`config.mk`:
```
export PLATFORM = sky130hd
export DESIGN_NAME = m7_tx_frame_ctrl_flat
export DESIGN_NICKNAME = d
export VERILOG_FILES = /design/src/rtl/m7_tx_pkg.sv /design/src/rtl/m7_tx_frame_ctrl_if.sv /design/src/rtl/m7_tx_fifo.sv /design/src/rtl/m7_tx_frame_ctrl.sv /design/src/flat_wrapper.sv
export SDC_FILE = /design/constraint.sdc
export NUM_CORES = 1
export LEC_CHECK = 0
export ABC_AREA = 1
export CAP_MARGIN = 20
export CORE_ASPECT_RATIO = 0.5
export CORE_UTILIZATION = 51
export CTS_CLUSTER_SIZE = 10
export DETAILED_ROUTE_END_ITERATION = 10
export PLACE_DENSITY = 0.69
export SLEW_MARGIN = 20
export SYNTH_ARGS = -nofsm -noshare
export SYNTH_HDL_FRONTEND = slang
export SYNTH_SLANG_ARGS = --single-unit
```
`constraint.sdc`:
```
create_clock -name dsp_clk -period 4.5 [get_ports dsp_clk]
set_clock_uncertainty 0.1 [all_clocks]
set_input_delay 1.35 -clock dsp_clk [delete_from_list [all_inputs] [get_ports dsp_clk]]
set_output_delay 1.35 -clock dsp_clk [all_outputs]
set_load 0.01 [all_outputs]
```
`src/rtl/m7_tx_pkg.sv`:
```
// Shared constants for the channel-7 transmit frame sequencer: word width and
// one-hot controller state encodings.
package m7_tx_pkg;

  localparam int WORD_W = 16;
  localparam int ST_W   = 5;

  typedef logic [WORD_W-1:0] word_t;

  localparam logic [ST_W-1:0] ST_IDLE    = 5'b00001;
  localparam logic [ST_W-1:0] ST_PRELOAD = 5'b00010;
  localparam logic [ST_W-1:0] ST_ARM     = 5'b00100;
  localparam logic [ST_W-1:0] ST_SEND    = 5'b01000;
  localparam logic [ST_W-1:0] ST_DRAIN   = 5'b10000;

endpackage

```
`src/rtl/m7_tx_frame_ctrl_if.sv`:
```
// DSP-side and transmitter-side signal bundle of the channel-7 frame sequencer.
// Handshake: fifo_wr pushes dsp_data for each cycle it is high; the FIFO has no
// backpressure, so the DSP watches fifo_count and a push into a full FIFO is lost.
// tx_wren=1 with tx_wr_n=0 for one cycle loads tx_data into the transmitter.
interface m7_tx_frame_ctrl_if
  import m7_tx_pkg::*;
#(
  parameter int FIFO_AW = 4,
  parameter int LEN_W   = 8
);
  logic               fifo_wr;
  word_t              dsp_data;
  logic               fifo_flush;
  logic [LEN_W-1:0]   frame_len;
  logic               start;
  logic               abort;
  logic               load_done_async;
  word_t              tx_data;
  logic               tx_wren;
  logic               tx_wr_n;
  logic               tx_rden;
  logic               busy;
  logic               frame_done;
  logic [FIFO_AW:0]   fifo_count;
  logic               overflow;
  logic               underrun;

  modport master (
    output fifo_wr, dsp_data, fifo_flush, frame_len, start, abort, load_done_async,
    input  tx_data, tx_wren, tx_wr_n, tx_rden, busy, frame_done, fifo_count,
           overflow, underrun
  );

  modport slave (
    input  fifo_wr, dsp_data, fifo_flush, frame_len, start, abort, load_done_async,
    output tx_data, tx_wren, tx_wr_n, tx_rden, busy, frame_done, fifo_count,
           overflow, underrun
  );

endinterface

```
`src/rtl/m7_tx_fifo.sv`:
```
// Synchronous word FIFO with occupancy count. A push into a full FIFO is
// accepted only when a pop frees a slot in the same cycle.
module m7_tx_fifo
  import m7_tx_pkg::*;
#(
  parameter int AW = 4
) (
  input  logic          dsp_clk,
  input  logic          reset_,
  input  logic          push,
  input  word_t         din,
  input  logic          pop,
  input  logic          flush,
  output word_t         head,
  output logic [AW:0]   count,
  output logic          empty,
  output logic          ovf_evt
);

  localparam int DEPTH = 1 << AW;

  word_t         mem [DEPTH];
  logic [AW-1:0] wr_ptr;
  logic [AW-1:0] rd_ptr;
  logic          full;
  logic          do_push;
  logic          do_pop;

  assign full    = (count == (AW+1)'(DEPTH));
  assign empty   = (count == '0);
  assign do_pop  = pop && !empty && !flush;
  assign do_push = push && !flush && (!full || do_pop);
  assign ovf_evt = push && !flush && full && !do_pop;
  assign head    = mem[rd_ptr];

  always_ff @(posedge dsp_clk or negedge reset_) begin
    if (!reset_) begin
      wr_ptr <= '0;
      rd_ptr <= '0;
      count  <= '0;
    end else if (flush) begin
      wr_ptr <= '0;
      rd_ptr <= '0;
      count  <= '0;
    end else begin
      if (do_push) wr_ptr <= wr_ptr + 1'b1;
      if (do_pop)  rd_ptr <= rd_ptr + 1'b1;
      count <= count + (AW+1)'(do_push) - (AW+1)'(do_pop);
    end
  end

  // Storage needs no reset: the pointers define which entries are valid.
  always_ff @(posedge dsp_clk) begin
    if (do_push) mem[wr_ptr] <= din;
  end

endmodule

```
`src/rtl/m7_tx_frame_ctrl.sv`:
```
// Channel-7 transmit frame sequencer: preloads the head word, enables the
// transmitter and refills its data register on each synchronised load_done.
module m7_tx_frame_ctrl
  import m7_tx_pkg::*;
#(
  parameter int FIFO_AW   = 4,
  parameter int LEN_W     = 8,
  parameter int DRAIN_CYC = 64
) (
  input  logic                dsp_clk,
  input  logic                reset_,
  m7_tx_frame_ctrl_if.slave   bus,
  output logic [ST_W-1:0]     state_dbg
);

  localparam int TW = $clog2(DRAIN_CYC + 1);

  logic [ST_W-1:0]  state;
  logic [LEN_W-1:0] len_r;
  logic [LEN_W-1:0] ld_cnt;
  logic [LEN_W-1:0] ld_k;
  logic [TW-1:0]    drain_tmr;
  logic             ld_s1, ld_s2, ld_s3, ld_edge;
  logic             start_ok, write_now, flush_now;
  logic             tx_wren_r, tx_wr_n_r, tx_rden_r, frame_done_r;
  logic             overflow_r, underrun_r;
  word_t            tx_data_r;
  word_t            fifo_head;
  logic [FIFO_AW:0] fifo_count;
  logic             fifo_empty;
  logic             ovf_evt;

  m7_tx_fifo #(.AW(FIFO_AW)) u_fifo (
    .dsp_clk (dsp_clk),
    .reset_  (reset_),
    .push    (bus.fifo_wr),
    .din     (bus.dsp_data),
    .pop     (write_now),
    .flush   (flush_now),
    .head    (fifo_head),
    .count   (fifo_count),
    .empty   (fifo_empty),
    .ovf_evt (ovf_evt)
  );

  // Two flops resynchronise the clock_57 pulse; the third gives the rising edge,
  // registered so ld_edge is a clean one-cycle strobe three cycles after the rise.
  always_ff @(posedge dsp_clk or negedge reset_) begin
    if (!reset_) begin
      ld_s1   <= 1'b0;
      ld_s2   <= 1'b0;
      ld_s3   <= 1'b0;
      ld_edge <= 1'b0;
    end else begin
      ld_s1   <= bus.load_done_async;
      ld_s2   <= ld_s1;
      ld_s3   <= ld_s2;
      ld_edge <= ld_s2 & ~ld_s3;
    end
  end

  assign ld_k      = ld_cnt + 1'b1;
  assign start_ok  = (state == ST_IDLE) && bus.start && (bus.frame_len != '0) && !fifo_empty;
  assign flush_now = (state == ST_IDLE) && bus.fifo_flush && !start_ok;
  assign write_now = (state == ST_PRELOAD) ||
                     ((state == ST_SEND) && !bus.abort && ld_edge &&
                      (ld_k < len_r) && !fifo_empty);

  always_ff @(posedge dsp_clk or negedge reset_) begin
    if (!reset_) begin
      state        <= ST_IDLE;
      len_r        <= '0;
      ld_cnt       <= '0;
      drain_tmr    <= '0;
      tx_wren_r    <= 1'b0;
      tx_wr_n_r    <= 1'b1;
      tx_data_r    <= '0;
      tx_rden_r    <= 1'b0;
      frame_done_r <= 1'b0;
      overflow_r   <= 1'b0;
      underrun_r   <= 1'b0;
    end else begin
      tx_wren_r    <= write_now;
      tx_wr_n_r    <= !write_now;
      frame_done_r <= 1'b0;
      if (write_now) tx_data_r <= fifo_head;
      if (start_ok) begin
        overflow_r <= 1'b0;
        underrun_r <= 1'b0;
      end
      if (ovf_evt) overflow_r <= 1'b1;

      case (state)
        ST_IDLE: begin
          if (start_ok) begin
            len_r  <= bus.frame_len;
            ld_cnt <= '0;
            state  <= ST_PRELOAD;
          end
        end
        ST_PRELOAD: state <= ST_ARM;
        ST_ARM: begin
          tx_rden_r <= 1'b1;
          state     <= ST_SEND;
        end
        ST_SEND: begin
          // abort outranks a coincident load_done: nothing more is written.
          if (bus.abort) begin
            tx_rden_r <= 1'b0;
            drain_tmr <= '0;
            state     <= ST_DRAIN;
          end else if (ld_edge) begin
            ld_cnt <= ld_k;
            if (ld_k >= len_r) begin
              tx_rden_r <= 1'b0;
              drain_tmr <= '0;
              state     <= ST_DRAIN;
            end else if (fifo_empty) begin
              underrun_r <= 1'b1;
              tx_rden_r  <= 1'b0;
              drain_tmr  <= '0;
              state      <= ST_DRAIN;
            end
          end
        end
        ST_DRAIN: begin
          if (drain_tmr == TW'(DRAIN_CYC - 1)) begin
            frame_done_r <= 1'b1;
            state        <= ST_IDLE;
          end else begin
            drain_tmr <= drain_tmr + 1'b1;
          end
        end
        default: begin
          tx_rden_r <= 1'b0;
          state     <= ST_IDLE;
        end
      endcase
    end
  end

  assign bus.tx_data    = tx_data_r;
  assign bus.tx_wren    = tx_wren_r;
  assign bus.tx_wr_n    = tx_wr_n_r;
  assign bus.tx_rden    = tx_rden_r;
  assign bus.busy       = (state != ST_IDLE);
  assign bus.frame_done = frame_done_r;
  assign bus.fifo_count = fifo_count;
  assign bus.overflow   = overflow_r;
  assign bus.underrun   = underrun_r;
  assign state_dbg      = state;

endmodule

```
`src/flat_wrapper.sv`:
```
// flat-port wrapper written by rule: the top's interface ports become plain ports
module m7_tx_frame_ctrl_flat import m7_tx_pkg::*;
#(
  parameter int FIFO_AW   = 4,
  parameter int LEN_W     = 8,
  parameter int DRAIN_CYC = 64
)
  (dsp_clk, reset_, state_dbg, bus_fifo_wr, bus_dsp_data, bus_fifo_flush, bus_frame_len, bus_start, bus_abort, bus_load_done_async, bus_tx_data, bus_tx_wren, bus_tx_wr_n, bus_tx_rden, bus_busy, bus_frame_done, bus_fifo_count, bus_overflow, bus_underrun);
  m7_tx_frame_ctrl_if #(.FIFO_AW(FIFO_AW), .LEN_W(LEN_W)) bus_i ();
  input  logic dsp_clk;
  input  logic reset_;
  output logic [ST_W-1:0] state_dbg;
  input wire logic [$bits(bus_i.fifo_wr)-1:0] bus_fifo_wr;
  input wire logic [$bits(bus_i.dsp_data)-1:0] bus_dsp_data;
  input wire logic [$bits(bus_i.fifo_flush)-1:0] bus_fifo_flush;
  input wire logic [$bits(bus_i.frame_len)-1:0] bus_frame_len;
  input wire logic [$bits(bus_i.start)-1:0] bus_start;
  input wire logic [$bits(bus_i.abort)-1:0] bus_abort;
  input wire logic [$bits(bus_i.load_done_async)-1:0] bus_load_done_async;
  output wire logic [$bits(bus_i.tx_data)-1:0] bus_tx_data;
  output wire logic [$bits(bus_i.tx_wren)-1:0] bus_tx_wren;
  output wire logic [$bits(bus_i.tx_wr_n)-1:0] bus_tx_wr_n;
  output wire logic [$bits(bus_i.tx_rden)-1:0] bus_tx_rden;
  output wire logic [$bits(bus_i.busy)-1:0] bus_busy;
  output wire logic [$bits(bus_i.frame_done)-1:0] bus_frame_done;
  output wire logic [$bits(bus_i.fifo_count)-1:0] bus_fifo_count;
  output wire logic [$bits(bus_i.overflow)-1:0] bus_overflow;
  output wire logic [$bits(bus_i.underrun)-1:0] bus_underrun;
  assign bus_i.fifo_wr = bus_fifo_wr;
  assign bus_i.dsp_data = bus_dsp_data;
  assign bus_i.fifo_flush = bus_fifo_flush;
  assign bus_i.frame_len = bus_frame_len;
  assign bus_i.start = bus_start;
  assign bus_i.abort = bus_abort;
  assign bus_i.load_done_async = bus_load_done_async;
  assign bus_tx_data = bus_i.tx_data;
  assign bus_tx_wren = bus_i.tx_wren;
  assign bus_tx_wr_n = bus_i.tx_wr_n;
  assign bus_tx_rden = bus_i.tx_rden;
  assign bus_busy = bus_i.busy;
  assign bus_frame_done = bus_i.frame_done;
  assign bus_fifo_count = bus_i.fifo_count;
  assign bus_overflow = bus_i.overflow;
  assign bus_underrun = bus_i.underrun;
  m7_tx_frame_ctrl #(.FIFO_AW(FIFO_AW), .LEN_W(LEN_W), .DRAIN_CYC(DRAIN_CYC)) u_core (.dsp_clk(dsp_clk), .reset_(reset_), .bus(bus_i), .state_dbg(state_dbg));
endmodule
```
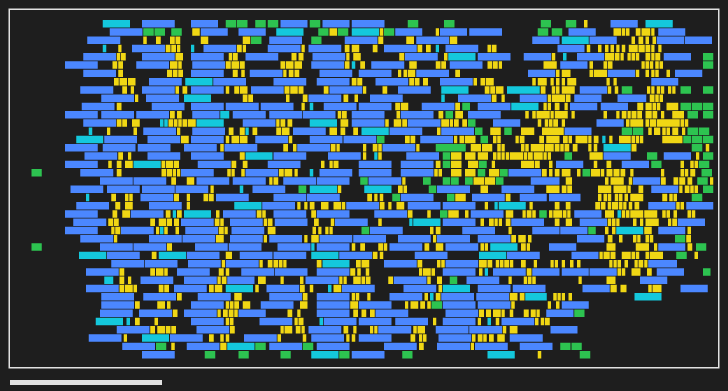
**Above:** run 1 (placement by cell class).
Bar = 50 µm.
- other buffers and delay cells: green (cells 94; share of their area 5.7%)
- flops: blue (cells 323; share of their area 61%)
- clock drivers and dummy loads: cyan (cells 70; share of their area 7.3%)
- combinational and other logic: yellow (cells 782; share of their area 26%)

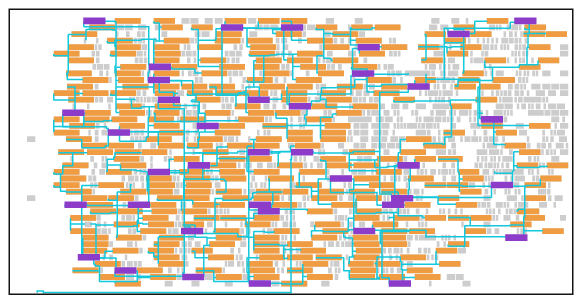
**Above:** run 1 (routed clock nets over the placement).
- flip-flops: orange (count 323)
- clock wires: cyan (length 3970 µm)
- clock drivers: purple (count 38)
- flops lie: widely spread
- routed clock nets: 39

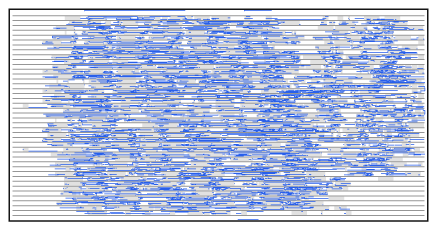
**Above:** run 1 (metal 1).
Supply wires on this layer in grey. Cells faint in the background.
- share of all routed wire: 46%
- nets with wire on the layer: 1212
- wire length on this layer: 14300 µm
- main direction: horizontal
- longest straight run: 56.1 µm
met1 Usage GRT: 34.7%
Routed WL: 30900 µm
routed vias: 9077

## run 1: final cells by class
type                    count  area share [%]
clock buffers              66            6.67
clock inverters             4           0.427
inverters                 104            2.47
multi-input cells         678            23.0
flip-flops and latches    323            59.2
well taps                 344            2.72
repair buffers             94            5.56
## run 1: final timing paths
check                                          end  slack (ns)  cells past startpoint
setup / recovery            u_core.u_fifo.count[4]        0.45                     25
hold / removal                        u_core.ld_s2        0.25                      0
setup reg to reg            u_core.u_fifo.count[4]        0.45                     25
hold reg to reg                       u_core.ld_s2        0.25                      0
max in group asynchronous  u_core.u_fifo.rd_ptr[0]        2.77                      1
min in group asynchronous          u_core.len_r[4]        0.85                      1
## run 1: sequential cells by signal, indices dropped and copies added (netlist names)
| register | count |
|---|---|
| u_core.u_fifo.mem | 256 |
| u_core.bus.tx_data | 16 |
| u_core.ld_cnt | 8 |
| u_core.len_r | 8 |
| u_core.drain_tmr | 7 |
| u_core.state_dbg | 5 |
| u_core.u_fifo.count | 5 |
| u_core.u_fifo.rd_ptr | 4 |
| u_core.u_fifo.wr_ptr | 4 |
| u_core.bus.frame_done | 1 |
| u_core.bus.overflow | 1 |
| u_core.bus.tx_rden | 1 |
| u_core.bus.tx_wr_n | 1 |
| u_core.bus.tx_wren | 1 |
| u_core.bus.underrun | 1 |
| u_core.ld_edge | 1 |
| u_core.ld_s1 | 1 |
| u_core.ld_s2 | 1 |
| u_core.ld_s3 | 1 |
## run 1: routing by layer
metal | up-vias | track usage, % | wire length, µm
li1 | 4249 | - | -
met1 | 4463 | 34.7 | 14300
met2 | 325 | 34.6 | 13600
met3 | 40 | 4.60 | 2490
met4 | 0 | 6.13 | 473
met5 | - | 0 | 0
==> job_summary.md, run 1 <==
## Synthesis and layout report

| Metric | Value |
|---|---|
| Status | `finished, final reports clean` |
| Final Setup Violations | `0` |
| Leak | `5.92 nW` |
| VDD IR max | `approximately 310 µV` |
| Top area contributor share | `between 50% and 60%` |
| Unrepaired setup endpoints after global routing | `false` |
| Diodes inserted | `0` |
| Top Ports | `64` |
| Pint | `around 6.2 mW` |
| Most used cell, CP | `nor2_1` |
| Logic area | `about 3600 µm²` |
| Max stage delay cell, worst path | `dfrtp_1` |
| Synth Area in Adders | `under 10%` |
| Most common cell in the netlist | `edfxtp_1` |
| Worst endpoint data arrival time | `~4.4 ns` |
| 1st-iter DRT viols | `between 1000 and 1500` |
| CP max FO | `6` |
| Slew headroom | `between 30% and 40%` |
| Yosys synthesis warning count | `0` |
| Hold_sp | `u_core.ld_s1` |
| Clock Sinks | `around 320` |
| Dpl hpwl | `between 15000 and 20000 µm` |
| Share of layout cells above drive strength 1 | `under 10%` |
| Synth Seq Share | `between 60 and 70%` |
| MUX area fraction | `0%` |
| Pwr/cell area | `roughly 600 nW/µm²` |
--- run 2 (diff from run 1) ---
Settings changed: SYNTH_HIERARCHICAL from default to 1.
==> run 2 against run 1 <==
Against the previous run:
- via count is 3.5% higher
- register-to-register slack improved by 0.07 ns
- cell count is 5.6% higher
- global-route usage grew 1.3 points
- clock-buffer cell count decreased by 18
- worst hold slack better by 0.0089 ns
- first-iteration DRC count down 7.1%
- largest power group unchanged
==> job_summary.md, run 2 <==
## Synthesis and layout report

| Metric | Value |
|---|---|
| Clock network area share | `6.48%` |
| Clock Sinks | `approximately 320` |
| Top Ports | `about 64` |
| CP max FO | `4` |
| Status | `finished, final reports clean` |
| Unrepaired setup endpoints after global routing | `false` |
| Grt peak-use layer | `met2` |
| Met1 Usage GRT | `a little over a third` |
| Worst endpoint data arrival time | `roughly 4.3 ns` |
| Largest Register | `u_core/u_fifo/mem` |
| Yosys synthesis warning count | `6` |
| Synth Seq Share | `about two thirds` |
| Dominant kind of cell by area | `flip-flops and latches` |
| MUX area fraction | `0%` |
| Pint | `slightly above 6 mW` |
| Leak | `6.35 nW` |
| Pwr/cell area | `approximately 600 nW/µm²` |
| Flip-flops | `323` |
| Synth Area in Adders | `under 10%` |
| Top area contributor share | `between 50% and 60%` |
| Slew headroom | `33.7%` |
| Clk_buf instances | `about 48` |
| Most used cell, CP | `nand2_1` |
| Routed vias | `between 9000 and 10000` |
| 1st-iter DRT viols | `roughly 1000` |
| Share of layout cells above drive strength 1 | `about a tenth` |
| GRT met3 Usage | `between 5 and 6%` |
| Max FFs per register | `around 260` |
| Comb_multi_in | `slightly below 800` |
| Tap Count | `about 350` |
| Diodes inserted | `0` |
| Max stage delay cell, worst path | `dfrtp_1` |
| Final Setup Violations | `0` |
| Routed WL | `between 30000 and 40000 µm` |
| Seq/total area | `around three fifths` |
| Inverters | `between 90 and 100` |
## run 2: worst register-to-register path: stages (launching register included)
cell and delay, ns:
dfrtp_1 0.40, inv_1 0.07, nor2_1 0.21, nand4_1 0.11
nor2_1 0.14, xor2_1 0.21, ha_1 0.28, nand2_1 0.08
nand2_1 0.07, nor2_2 0.18, nand4_2 0.14, nand2_4 0.09
inv_1 0.06, o211ai_2 0.14, nand2_1 0.10, ha_1 0.29
inv_1 0.04, ha_1 0.20, fa_1 0.39, nand2_1 0.09
inv_1 0.05, o21ai_0 0.19, nand3_1 0.10, nand2_1 0.08
nor2_1 0.05
## run 2: metrics by stage
step           worst slack (ns)  cells
2_1_floorplan             0.330   1251
3_3_place_gp              0.114   1652
3_5_place_dp             0.0222   1652
4_1_cts                   0.534   1703
5_1_grt                   0.153   1703
6_report                  0.528   1703
## run 2: final timing paths
check	end	from	cells past startpoint	slack, ns
worst min register to register	u_core/ld_s2	u_core/ld_s1	0	0.26
worst min-delay path	u_core/ld_s2	u_core/ld_s1	0	0.26
worst max-delay path	u_core/u_fifo/count[4]	u_core/ld_cnt[0]	24	0.53
worst max register to register	u_core/u_fifo/count[4]	u_core/ld_cnt[0]	24	0.53
min in group asynchronous	u_core/len_r[0]	reset_	1	0.88
max in group asynchronous	u_core/bus.tx_wr_n	reset_	2	2.47
## run 2: logic make-up (layout without fill, tap and decap cells)
logic type | Yosys count | count (layout)
flip-flops | 323 | 323
AND/OR/NAND/NOR | 587 | 587
buffers and inverters | 148 | 248
adder cells (fa/ha/maj) | 22 | 22
XOR/XNOR | 11 | 11
AND-OR/OR-AND | 160 | 160
## run 2: per-layer routing
metal	part of all wire, %	vias up
met2	45	356
met4	2.2	2
met5	0.14	-
met1	44	4570
li1	-	4414
met3	8.3	56
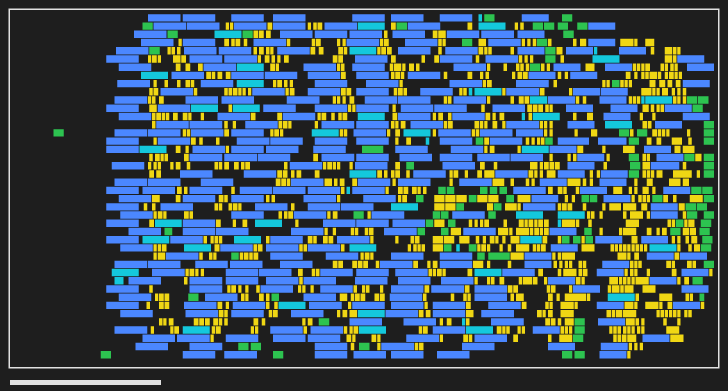
**Above:** run 2 (placement by cell class).
Bar = 50 µm.
- flops: blue (cells 323; share of their area 60%)
- other buffers and delay cells: green (cells 99; share of their area 5.9%)
- combinational and other logic: yellow (cells 878; share of their area 27%)
- clock drivers and dummy loads: cyan (cells 51; share of their area 6.7%)

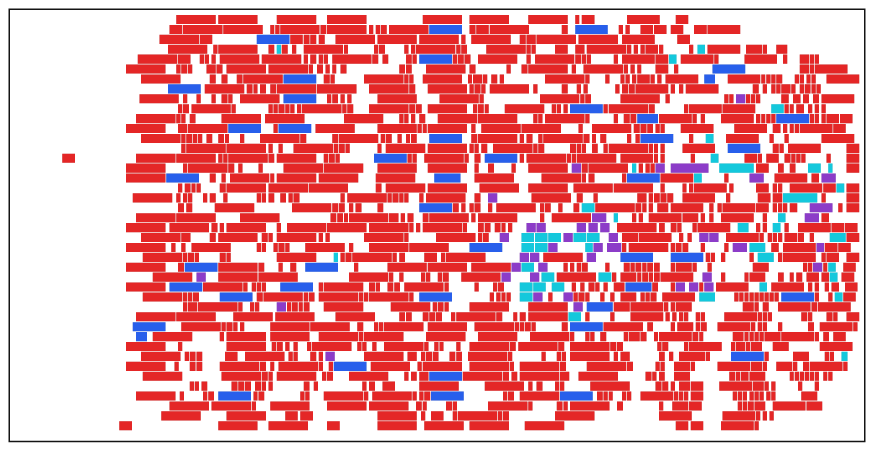
**Above:** run 2 (cell sizes after repair).
- _3 and _4 cells: purple (cells 43; share 3.2%; most used buf_4)
- _6 and larger: blue (cells 44; share 3.3%; most used clkbuf_16)
- _0 and _1 cells: red (cells 1220; share 90%; most used nand2_1)
- _2 cells: cyan (cells 44; share 3.3%; most used nor3_2)
Area growth syn-to-layout: 15.8%
post-layout instance area: 16000 µm²

No activity file was given, so power comes from the tool's default toggle rates.
